==> src/rtl/shot_slot_scheduler.sv <==
// Shot slot scheduler: owns the shot slots, grants launches round-robin under a frame cooldown,
// ages slots by video frame and retires them on expiry or hit. Optional autofire: SHOT_AUTOFIRE_EN.
module shot_slot_scheduler #(
  parameter int NUM_SLOTS       = 4,
  parameter int LIFETIME_FRAMES = 48,
  parameter int COOLDOWN_FRAMES = 8,
  parameter int CNT_W           = 8,
  localparam int IDX_W = (NUM_SLOTS > 1) ? $clog2(NUM_SLOTS) : 1,
  localparam int AC_W  = $clog2(NUM_SLOTS + 1)
) (
  input  logic                 Clk,
  input  logic                 Reset_h,
  input  logic                 vs,
  input  logic                 j,
  input  logic                 ship_alive,
  input  logic [NUM_SLOTS-1:0] hit_clear,
  output logic [NUM_SLOTS-1:0] withhold_shots,
  output logic                 launch_pulse,
  output logic [IDX_W-1:0]     launch_slot,
  output logic                 fire_dropped,
  output logic [3:0]           j_counter,
  output logic [AC_W-1:0]      active_count
);

  typedef enum logic {S_IDLE = 1'b0, S_ACTIVE = 1'b1} slot_state_e;

  slot_state_e             state_q [NUM_SLOTS];
  slot_state_e             state_d [NUM_SLOTS];
  logic [CNT_W-1:0]        life_q  [NUM_SLOTS];
  logic [CNT_W-1:0]        life_d  [NUM_SLOTS];
  logic [CNT_W-1:0]        cool_q, cool_d;
  logic [IDX_W-1:0]        ptr_q, ptr_d;
  logic [IDX_W-1:0]        slot_q, slot_d;
  logic [3:0]              jcnt_q, jcnt_d;
  logic [AC_W-1:0]         acnt_q, acnt_d;
  logic                    launch_q, launch_d;
  logic                    drop_q, drop_d;
  logic                    vs_s1_q, vs_s2_q, vs_s3_q;
  logic                    j_q;
  logic                    frame_tick;
  logic                    fire_level;
  logic                    fire_rise;
  logic                    fire_req;
  logic                    found;
  logic [IDX_W-1:0]        winner;

  assign frame_tick = vs_s3_q & ~vs_s2_q;

`ifdef SHOT_AUTOFIRE_EN
  logic j_qq_q;
  always_ff @(posedge Clk) begin
    if (Reset_h) j_qq_q <= 1'b0;
    else         j_qq_q <= j_q;
  end
  assign fire_level = j_q;
  assign fire_rise  = j_q & ~j_qq_q;
`else
  assign fire_level = j & ~j_q;
  assign fire_rise  = fire_level;
`endif

  // Round-robin: first idle slot at or after the pointer, wrapping.
  always_comb begin
    found  = 1'b0;
    winner = '0;
    for (int k = 0; k < NUM_SLOTS; k++) begin
      if (!found && state_q[(int'(ptr_q) + k) % NUM_SLOTS] == S_IDLE) begin
        found  = 1'b1;
        winner = IDX_W'((int'(ptr_q) + k) % NUM_SLOTS);
      end
    end
  end

  assign fire_req = fire_level & ship_alive & (cool_q == '0) & found;

  always_comb begin
    acnt_d   = '0;
    launch_d = fire_req;
    drop_d   = fire_rise & ~fire_req;
    slot_d   = fire_req ? winner : slot_q;
    jcnt_d   = jcnt_q + 4'(fire_req);
    ptr_d    = fire_req ? IDX_W'((int'(winner) + 1) % NUM_SLOTS) : ptr_q;
    cool_d   = cool_q;
    if (fire_req)                       cool_d = CNT_W'(COOLDOWN_FRAMES);
    else if (frame_tick && cool_q != '0) cool_d = cool_q - CNT_W'(1);
    for (int i = 0; i < NUM_SLOTS; i++) begin
      state_d[i] = state_q[i];
      life_d[i]  = life_q[i];
      case (state_q[i])
        S_IDLE: begin
          if (fire_req && winner == IDX_W'(i)) begin
            state_d[i] = S_ACTIVE;
            life_d[i]  = CNT_W'(LIFETIME_FRAMES);
          end
        end
        S_ACTIVE: begin
          // A hit and an expiry on the same cycle collapse into one retire.
          if (hit_clear[i] || (frame_tick && life_q[i] == CNT_W'(1))) begin
            state_d[i] = S_IDLE;
            life_d[i]  = '0;
          end else if (frame_tick) begin
            life_d[i] = life_q[i] - CNT_W'(1);
          end
        end
        default: begin
          state_d[i] = S_IDLE;
          life_d[i]  = '0;
        end
      endcase
      if (state_d[i] == S_ACTIVE) acnt_d = acnt_d + AC_W'(1);
    end
  end

  always_ff @(posedge Clk) begin
    if (Reset_h) begin
      vs_s1_q  <= 1'b0;
      vs_s2_q  <= 1'b0;
      vs_s3_q  <= 1'b0;
      j_q      <= 1'b0;
      cool_q   <= '0;
      ptr_q    <= '0;
      slot_q   <= '0;
      jcnt_q   <= '0;
      acnt_q   <= '0;
      launch_q <= 1'b0;
      drop_q   <= 1'b0;
      for (int i = 0; i < NUM_SLOTS; i++) begin
        state_q[i] <= S_IDLE;
        life_q[i]  <= '0;
      end
    end else begin
      vs_s1_q  <= vs;
      vs_s2_q  <= vs_s1_q;
      vs_s3_q  <= vs_s2_q;
      j_q      <= j;
      cool_q   <= cool_d;
      ptr_q    <= ptr_d;
      slot_q   <= slot_d;
      jcnt_q   <= jcnt_d;
      acnt_q   <= acnt_d;
      launch_q <= launch_d;
      drop_q   <= drop_d;
      for (int i = 0; i < NUM_SLOTS; i++) begin
        state_q[i] <= state_d[i];
        life_q[i]  <= life_d[i];
      end
    end
  end

  always_comb begin
    withhold_shots = '0;
    for (int i = 0; i < NUM_SLOTS; i++) withhold_shots[i] = (state_q[i] == S_IDLE);
  end

  assign launch_pulse = launch_q;
  assign launch_slot  = slot_q;
  assign fire_dropped = drop_q;
  assign j_counter    = jcnt_q;
  assign active_count = acnt_q;

endmodule

==> config.mk <==
export PLATFORM = sky130hd
export DESIGN_NAME = shot_slot_scheduler
export DESIGN_NICKNAME = d
export VERILOG_FILES = /design/src/rtl/shot_slot_scheduler.sv
export SDC_FILE = /design/constraint.sdc
export NUM_CORES = 1
export LEC_CHECK = 0
export CORE_ASPECT_RATIO = 1.1
export CORE_MARGIN = 2
export CORE_UTILIZATION = 40
export CTS_BUF_LIST = sky130_fd_sc_hd__clkbuf_4 sky130_fd_sc_hd__clkbuf_8 sky130_fd_sc_hd__clkbuf_16
export DETAILED_ROUTE_END_ITERATION = 8
export DONT_BUFFER_PORTS = 1
export GPL_TIMING_DRIVEN = 1
export PLACE_DENSITY = 0.53
export SLEW_MARGIN = 40
export SYNTH_ARGS = -nofsm -noshare
export SYNTH_HDL_FRONTEND = slang
export SYNTH_SLANG_ARGS = --single-unit
==> constraint.sdc <==
create_clock -name Clk -period 3.8 [get_ports Clk]
set_clock_uncertainty 0.15 [all_clocks]
set_input_delay 1.14 -clock Clk [delete_from_list [all_inputs] [get_ports Clk]]
set_output_delay 1.14 -clock Clk [all_outputs]
set_load 0.1 [all_outputs]
**Clock network drawn from the DEF**

Scale bar: 20 um.
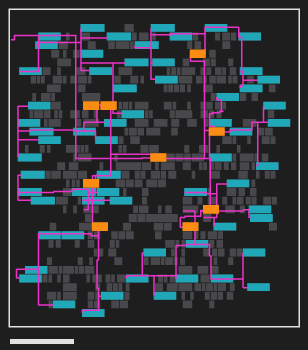
Key: magenta = clock wires [length 854 um]; cyan = flip-flops [count 63]; orange = cells driving clock nets [count 9]
Position of the flops: widely spread. There are 10 routed clock nets.

**Sequential cells coloured by netlist name**

Scale bar: 20 um.
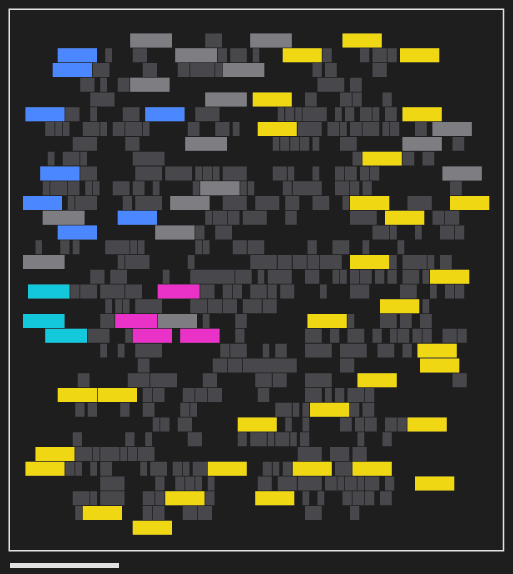
Key: blue = cool_q [placed flops 8, where upper left]; yellow = life_q [placed flops 32, where widely spread]; cyan = active_count [placed flops 3]; magenta = state_q [placed flops 4]
Another 16 sequential cells are not coloured.

cell families after synthesis:
family | share of synthesized area
multiplexers | 0.0132
XOR/XNOR | 0.0449
adder cells (fa/ha/maj) | 0.0718
AND/OR/NAND/NOR | 0.225
buffers and inverters | 0.0548
AND-OR/OR-AND | 0.209
flip-flops | 0.381
worst max-delay path: stages, from the launching register on:
cell                       delay, ns
sky130_fd_sc_hd__dfxtp_2        0.38
sky130_fd_sc_hd__mux4_2         0.53
sky130_fd_sc_hd__o21ai_0        0.13
sky130_fd_sc_hd__xor2_1         0.19
sky130_fd_sc_hd__nand2b_1       0.18
sky130_fd_sc_hd__inv_1          0.08
sky130_fd_sc_hd__ha_1           0.21
sky130_fd_sc_hd__and3_1         0.20
sky130_fd_sc_hd__a21boi_2       0.22
sky130_fd_sc_hd__inv_1          0.07
sky130_fd_sc_hd__ha_1           0.21
sky130_fd_sc_hd__nand2_1        0.06
sky130_fd_sc_hd__o22a_1         0.16
sky130_fd_sc_hd__inv_1          0.05
sky130_fd_sc_hd__ha_1           0.26
sky130_fd_sc_hd__nor2_1         0.04
sky130_fd_sc_hd__a211oi_1       0.24
placed cells by master (no fill, tap or decap), drive strengths merged, types with 9 or more instances in the layout:
cell    count
o21ai      22
a21oi      38
or3        16
nor2       36
buf        12
ha         19
nor2b      10
nor3        9
xnor2      13
nand2      29
clkbuf     12
nand2b      9
inv        27
dfxtp      63
final timing paths:
check,start,end,slack (ns),depth (start not counted)
worst min register to register,j_q,fire_dropped,0.25,1
worst max register to register,state_q[2],active_count[1],0.33,16
worst max-delay path,state_q[2],active_count[1],0.33,16
worst min-delay path,j_q,fire_dropped,0.25,1
==> changes_impl.md <==
## Flow update

- # Post-CTS Setup Buffers: 0
- Via count of the first global-routing pass: 2719
- Hold WC Path Type: flip-flop to flip-flop
- Fraction of power consumed by combinational cells: 0.123
- Floorplan Nets: 423
- Registers: about 63
- Number of remaining DRC errors: 0
- Maximum VDD drop: 0.000198 V
- Sequential Power: approximately 0.00075 W
- I/O pin count: 24
- Cell types occupying the most area after synthesis: sky130_fd_sc_hd__dfxtp_1 (38%), sky130_fd_sc_hd__ha_1 (7.2%), sky130_fd_sc_hd__a21oi_1 (5.6%), sky130_fd_sc_hd__nor2_1 (4.1%), sky130_fd_sc_hd__xnor2_1 (3.4%)
- Final #Nets: 431
- Share of the core filled with cells: 0.466
- Switching component of the power: 0.000410 W
- Final instance count without filler cells: approximately 500
- Count of placed standard cells including taps: 500
- Fill cells: 821
- Wire length of the first global-routing pass: 12.6 mm
- Clk pwr: 0.000533 W
- Clock network fraction of design power: 0.365
- Number of tap cells inserted: ~110
- Clk sink count: 63
- Length of routed met2 wiring: roughly 3.3 mm
- Share of flip-flops with an asynchronous set or reset: 0
- Post-detailed-route wirelength per cell: 14.0 um
- Number of antenna-violating nets in the routed design: 0
- Biggest cell category by area in the final layout: logic gates
- Share of final layout cell area taken by clock buffers and inverters: 0.0493
- GRT met3 Usage: 0.0417
- Status: finished, final reports clean
- Width of the chip: 90.8 um
- Non-CTS buffers: 12
- Vertical extent of the die: around 99 um
- Number of failing hold endpoints at the final stage: 0
- Sequential standard cell area: 1280 sq um
- Post-synth seq share: 0.381
- Leading post-synthesis cells by instance count: sky130_fd_sc_hd__dfxtp_1 (63), sky130_fd_sc_hd__a21oi_1 (37), sky130_fd_sc_hd__nor2_1 (36)
Power is estimated from default activity; no workload was simulated.
